Design button_input_debouncer, sky130hd; sources not shown.
**Run 1: clock distribution**

(4 px per um)
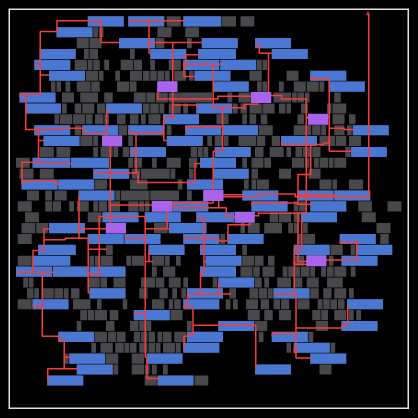
clock drivers -> purple  # count 9
clock wires -> red  # length 1150 um
flip-flops -> blue  # count 96
routed clock nets = 10
flops lie = spread over the die
clock network fraction of design power: 37.4%
skew final: 0.007135 ns
Clk. pwr: 371 uW
Latency at later pin: 0.35 ns

**Run 1: routing congestion map**

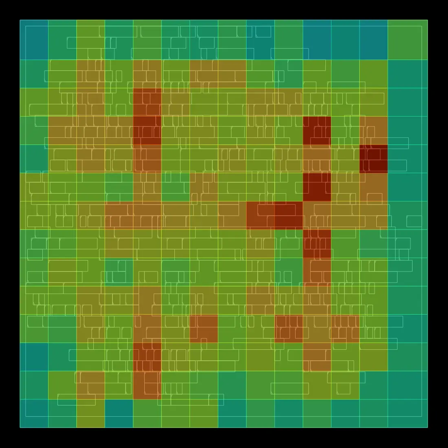
total track usage: 17.19%
M2 GR Usage: 25.05%

**Run 1: M3 wires**

(4 px per um)
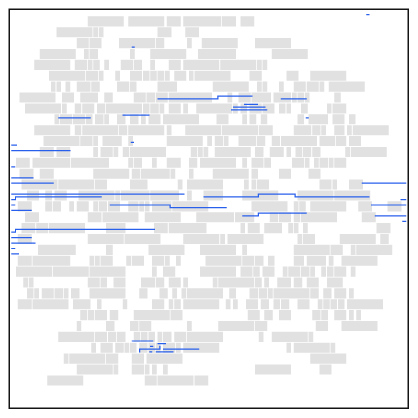
share of all routed wire = 4.7%
nets with wire on the layer = 33
wire length on this layer = 362 um
GR met3 Demand/Resource: 4.849%
Post-Route WL: 7692 um

==> qor.yml, run 1 <==
status:
  status: "finished clean"
worst_setup_path:
  cp.depth: 10
  critical_path.slowest_cell: "fa_1"
  crit_path_start_kind: "flip-flop"
  rr_worst_depth: 10
  end_kind: "flip-flop"
  critPathKind: "reg2reg"
  timing.critical_path.cells: "ha_1 > and4_1 > nand4_1 > or3_1 > fa_1 > fa_1 > fa_1 > nor2b_1 > nand2_1 > xnor2_1"
  cp.buffers_inverters: 0
  path_max_fanout: 6
  cp_data_required_time_ns: 7.04
  slowest_delay_ns: 0.47
  r2r_slack_ns: 3.45
  crit_arrival_ns: 3.59
  cp_top_family: "adder cells"
  critical_path.most_common_cell: "fa_1"
die:
  coreArea_um2: 9196
  die_area_um2: 9881
  pin_count: 26
  fp-utilization_pct: 47.46
  die_w_um: 99.41
  row_count: 35
timing:
  grt_setup_unrepaired: "no"
  slew-limit-headroom_pct: 48.77
  hold_viol: 0
  setup_viol: 0
  tns_ns: 0
  period_needed_ns: 3.342
  tightest_slew_ns: 0.7685
  maxSlewViolCount: 0
synth:
  synth_cell_type_count: 32
  ys_top_logic_family: "simple AND/OR/NAND/NOR gates"
  yosys.area_share.adder_pct: 2.810
  numSynthFlops: 96
  top_cells_by_area: "dfrtp_1 (50%), xnor2_1 (11%), nor2_1 (6.2%)"
  avgSynthCellArea_um2: 10.49
  fp_nets: 430
  mux_area_share_pct: 0
  yosys_warnings: 0
  yosys.area.top_type: "dfrtp_1"
  ys_sh_aoi_pct: 1.233
  syn-instance-count: 416
  yosysSeqAreaShare_pct: 55.28
  yosys_cells: 416
  xor_share_pct: 13.65
  ys_chip_area_um2: 4364
place:
  placed_cells: 548
  routabilityCongestion: 0.8378
  portBuffers: 25
  dpl_cell_area_um2: 4737
  place_hpwl_um: 5156
route:
  via_count: 2988
  wire_per_inst_um: 13.64
  route.detailed.drc: 0
  postRouteAntennaNets: 0
  firstDrtPassIters: 5
  viasPerCell: 5.298
  drtIter0Drc: 156
pwr:
  cellPowerDensity_nw_per_um2: 201.1
  vdd_drop_max_mv: 0.09756
cts:
  htree_levels: 3
  postCtsHoldBufs: 0
  cts_made_buffers: 9
  cts-root-buf: "clkbuf_8"
  tritoncts: "done"
  cts_setup_buffers: 0
  clock_sinks: 96
  clk_pin_slew_worst_paths_ns: 0.09
  cts_resized: 0
  cts_buffer_depth: 2
final_layout:
  layout.cells.non_filler: 564
  num_antenna_cells: 0
  largest_register_ffs: 68
  drive_above_1_share_pct: 6.402
  final_cell_mix: "dfrtp_1 (88), nor2_1 (72), xnor2_1 (53)"
  fill_cells: 813
  final_common_cell: "dfrtp_1"
  area_growth_pct: 13.07
  utilization_pct: 53.66
  nets: 462
global_route:
  grt_max_degree: 87
  grt.overflow.total: 0
  grt_pass1_wl_um: 13360
  antenna_found_initial: 0
  first_global_vias: 2812
worst_hold_path:
  min_path_type: "reg2reg"
run:
  cap_violations: 0
  log.warning_count: 26
[run 1: power by group]
group	switching [mW]	total, mW	internal [mW]
Combinational	0.0216	0.0315	0.00985
Clock	0.200	0.371	0.171
Sequential	0.00835	0.590	0.581
Total	0.230	0.992	0.762
[run 1: layer usage]
layer	global-route usage, %	wire (um)	part of all wire (%)
met5	0	0	0
met2	25.05	3385	44
met3	4.849	362	4.7
met4	5.882	99	1.3
met1	24.74	3845	50
[run 1: cell usage after synthesis]
library cell,instances
or4_1,1
nor4b_1,3
nand2_1,29
nand4_2,1
nor3_1,17
dfrtp_1,88
fa_1,3
and4bb_2,1
or3_1,3
ha_1,5
xor2_1,15
and4_1,7
or3_4,1
nor2b_1,2
buf_6,1
or4b_1,1
clkbuf_1,4
xnor2_1,53
inv_1,20
nor4_1,18
nand3_1,22
dfstp_2,8
o21a_1,1
o41ai_1,1
and3_1,6
o21ai_0,4
a21oi_1,2
and4b_1,1
nor4bb_1,4
o31ai_1,1
nor2_1,72
nand4_1,21
[run 1: layout make-up]
cell class	count	area, um2	area share, %
inverters	20	77.57	1.572
well taps	111	138.9	2.814
multi-input cells	295	1851	37.50
clock inverters	7	70.07	1.420
repair buffers	26	261.5	5.299
clock buffers	9	123.9	2.510
flip-flops and latches	96	2412	48.88
[run 1: stage by stage]
| step | setup WS [ns] | hold WS, ns | power [mW] |
|---|---|---|---|
| 2_1_floorplan | 2.940 | 0.3452 | 0.6214 |
| 5_1_grt | 3.204 | 0.3636 | 1.037 |
| 3_5_place_dp | 3.465 | 0.3468 | 0.6334 |
| 6_report | 3.448 | 0.3582 | 0.9923 |
| 3_3_place_gp | 3.545 | 0.3464 | 0.6326 |
| 4_1_cts | 3.441 | 0.3586 | 1.011 |
==> run 2, diff against run 1 <==
PLACE_DENSITY = 0.7   (was 0.67)
clock period = 2.9 ns   (was 6.79 ns; I/O delays follow)
**Run 2: I/O nets highlighted**

(3 px per um)
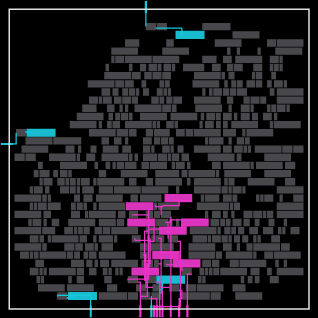
BUTTON -> cyan  # bits 4, direction input, end cells 4, buffers 4, wire 50.6 um
PRESS_COUNT -> magenta  # bits 8, direction output, end cells 8, buffers 8, wire 316 um
PortBufs: 25
I/O pin cnt: 26

==> run 2 against run 1 <==
The flow now finishes with violations (setup timing). Utilization grew 3.9 points. Sequential power increased by 130%. Hold slack better by 0.0011 ns. Critical path depth unchanged. Global-route usage grew 1.1 points. Clock-buffer cell count is 2 higher. Combinational power rose to 3.2 times the previous value. Non-clock buffer count rose by 39. Critical path type unchanged. Largest power group unchanged.
==> qor.yml, run 2 <==
die:
  fp-utilization_pct: 47.46
  row_count: 35
  die_area_um2: 9881
pwr:
  vdd_drop_max_mv: 0.1934
  swShare_pct: 23.05
  cellPowerDensity_nw_per_um2: 444.1
  pwr-share-seq_pct: 58.6
  pwr-share-clk_pct: 37.2
  p_int_mw: 1.809
run:
  cap_violations: 0
  log.warning_count: 29
timing:
  tns_ns: -0.01108
  slew-limit-headroom_pct: 57.63
  tightest_slew_ns: 0.6343
  setup_slack_ns: -0.009530
  whs_ns: 0.3593
  hold_viol: 0
  setup_viol: 2
  maxSlewViolCount: 0
global_route:
  grt_max_degree: 42
  antenna_found_initial: 0
  grt.total_usage_pct: 18.30
worst_setup_path:
  slowest_delay_ns: 0.49
  crit_arrival_ns: 3.17
  critical_path.slowest_cell: "fa_1"
  timing.critical_path.cells: "ha_2 > and4_4 > nand4_1 > or3_4 > fa_1 > fa_2 > fa_2 > nor2b_2 > nand2_1 > xnor2_1"
  path_max_fanout: 2
  critical_path.most_common_cell: "fa_2"
  rr_worst_depth: 10
  crit_path_start_kind: "flip-flop"
  cp_top_family: "adder cells"
synth:
  yosysSeqAreaShare_pct: 55.28
  top_cells_by_area: "dfrtp_1 (50%), xnor2_1 (11%), nor2_1 (6.2%)"
  yosys.area_share.adder_pct: 2.810
  edf_count: 0
  yosys_cells: 416
  ys.flop_type: "dfrtp_1"
  syn-instance-count: 416
  synth_cell_type_count: 32
  mux_area_share_pct: 0
  avgSynthCellArea_um2: 10.49
  yosys_warnings: 0
  top_cells_by_count: "dfrtp_1 (88), nor2_1 (72), xnor2_1 (53)"
  yosys.area.top_type: "dfrtp_1"
  xor_share_pct: 13.65
  ys_top_logic_family: "simple AND/OR/NAND/NOR gates"
route:
  routed_wl_um: 8168
  viasPerCell: 5.252
  route.detailed.drc: 0
  firstDrtPassIters: 6
cts:
  clk_latency_ns: 0.37
  htree_levels: 3
  cts_made_buffers: 9
  clock_sinks: 96
  cts-root-buf: "clkbuf_8"
  clk_pin_slew_worst_paths_ns: 0.10
place:
  routabilityCongestion: 0.7932
  place_hpwl_um: 5644
final_layout:
  drive_above_1_share_pct: 15.45
  final_cell_mix: "dfrtp_1 (88), nor2_1 (72), xnor2_1 (53)"
  utilization_pct: 57.55
  num_antenna_cells: 0
status:
  violations: "setup timing"
  status: "finished with violations"
==> run 2: cell counts after synthesis <==
Identical to the previous run, type by type.
==> run 2: repair_timing <==
| item | in CTS | in global routing |
|---|---|---|
| cloned | 0 | 0 |
| resized | 1 | 4 |
| hold endpoints to repair | 0 | 0 |
| endpoints found under the setup margin | 3 | 6 |
| setup buffers | 3 | 4 |
| pin swaps | 4 | 3 |
==> run 2: power by group through the flow <==
| stage | Clock, mW | Combinational [mW] | Sequential [mW] |
|---|---|---|---|
| 4_1_cts | 0.902 | 0.0990 | 1.38 |
| 6_report | 0.874 | 0.0994 | 1.38 |
| 2_1_floorplan | 0 | 0.0531 | 1.40 |
| 5_1_grt | 0.963 | 0.115 | 1.38 |
| 3_5_place_dp | 0 | 0.0950 | 1.40 |
| 3_3_place_gp | 0 | 0.0936 | 1.40 |
==> run 2: per-layer routing <==
metal / track usage, % / vias up / routed length, um
met3: 4.146 / 12 / 209
li1: - / 1569 / -
met5: 0 / - / 0
met2: 29.27 / 29 / 3977
met4: 7.579 / 0 / 129
met1: 24.17 / 1557 / 3852
==> run 2: layout make-up <==
type / instances / area [um2]
Clock inverter: 5 / 63.81
Multi-Input combinational cell: 295 / 1892
Inverter: 20 / 78.83
Sequential cell: 96 / 2412
Timing Repair Buffer: 65 / 575.6
Tap cell: 111 / 138.9
Fill cell: 773 / 3904
Clock buffer: 11 / 131.4
==> run 2: stage by stage <==
stage | setup WS [ns] | std cells
2_1_floorplan | -0.1384 | 416
4_1_cts | -0.03446 | 599
3_3_place_gp | -0.01137 | 580
3_5_place_dp | -0.1184 | 580
6_report | -0.009530 | 603
5_1_grt | -0.1341 | 603
No activity file was given, so power comes from the tool's default toggle rates.
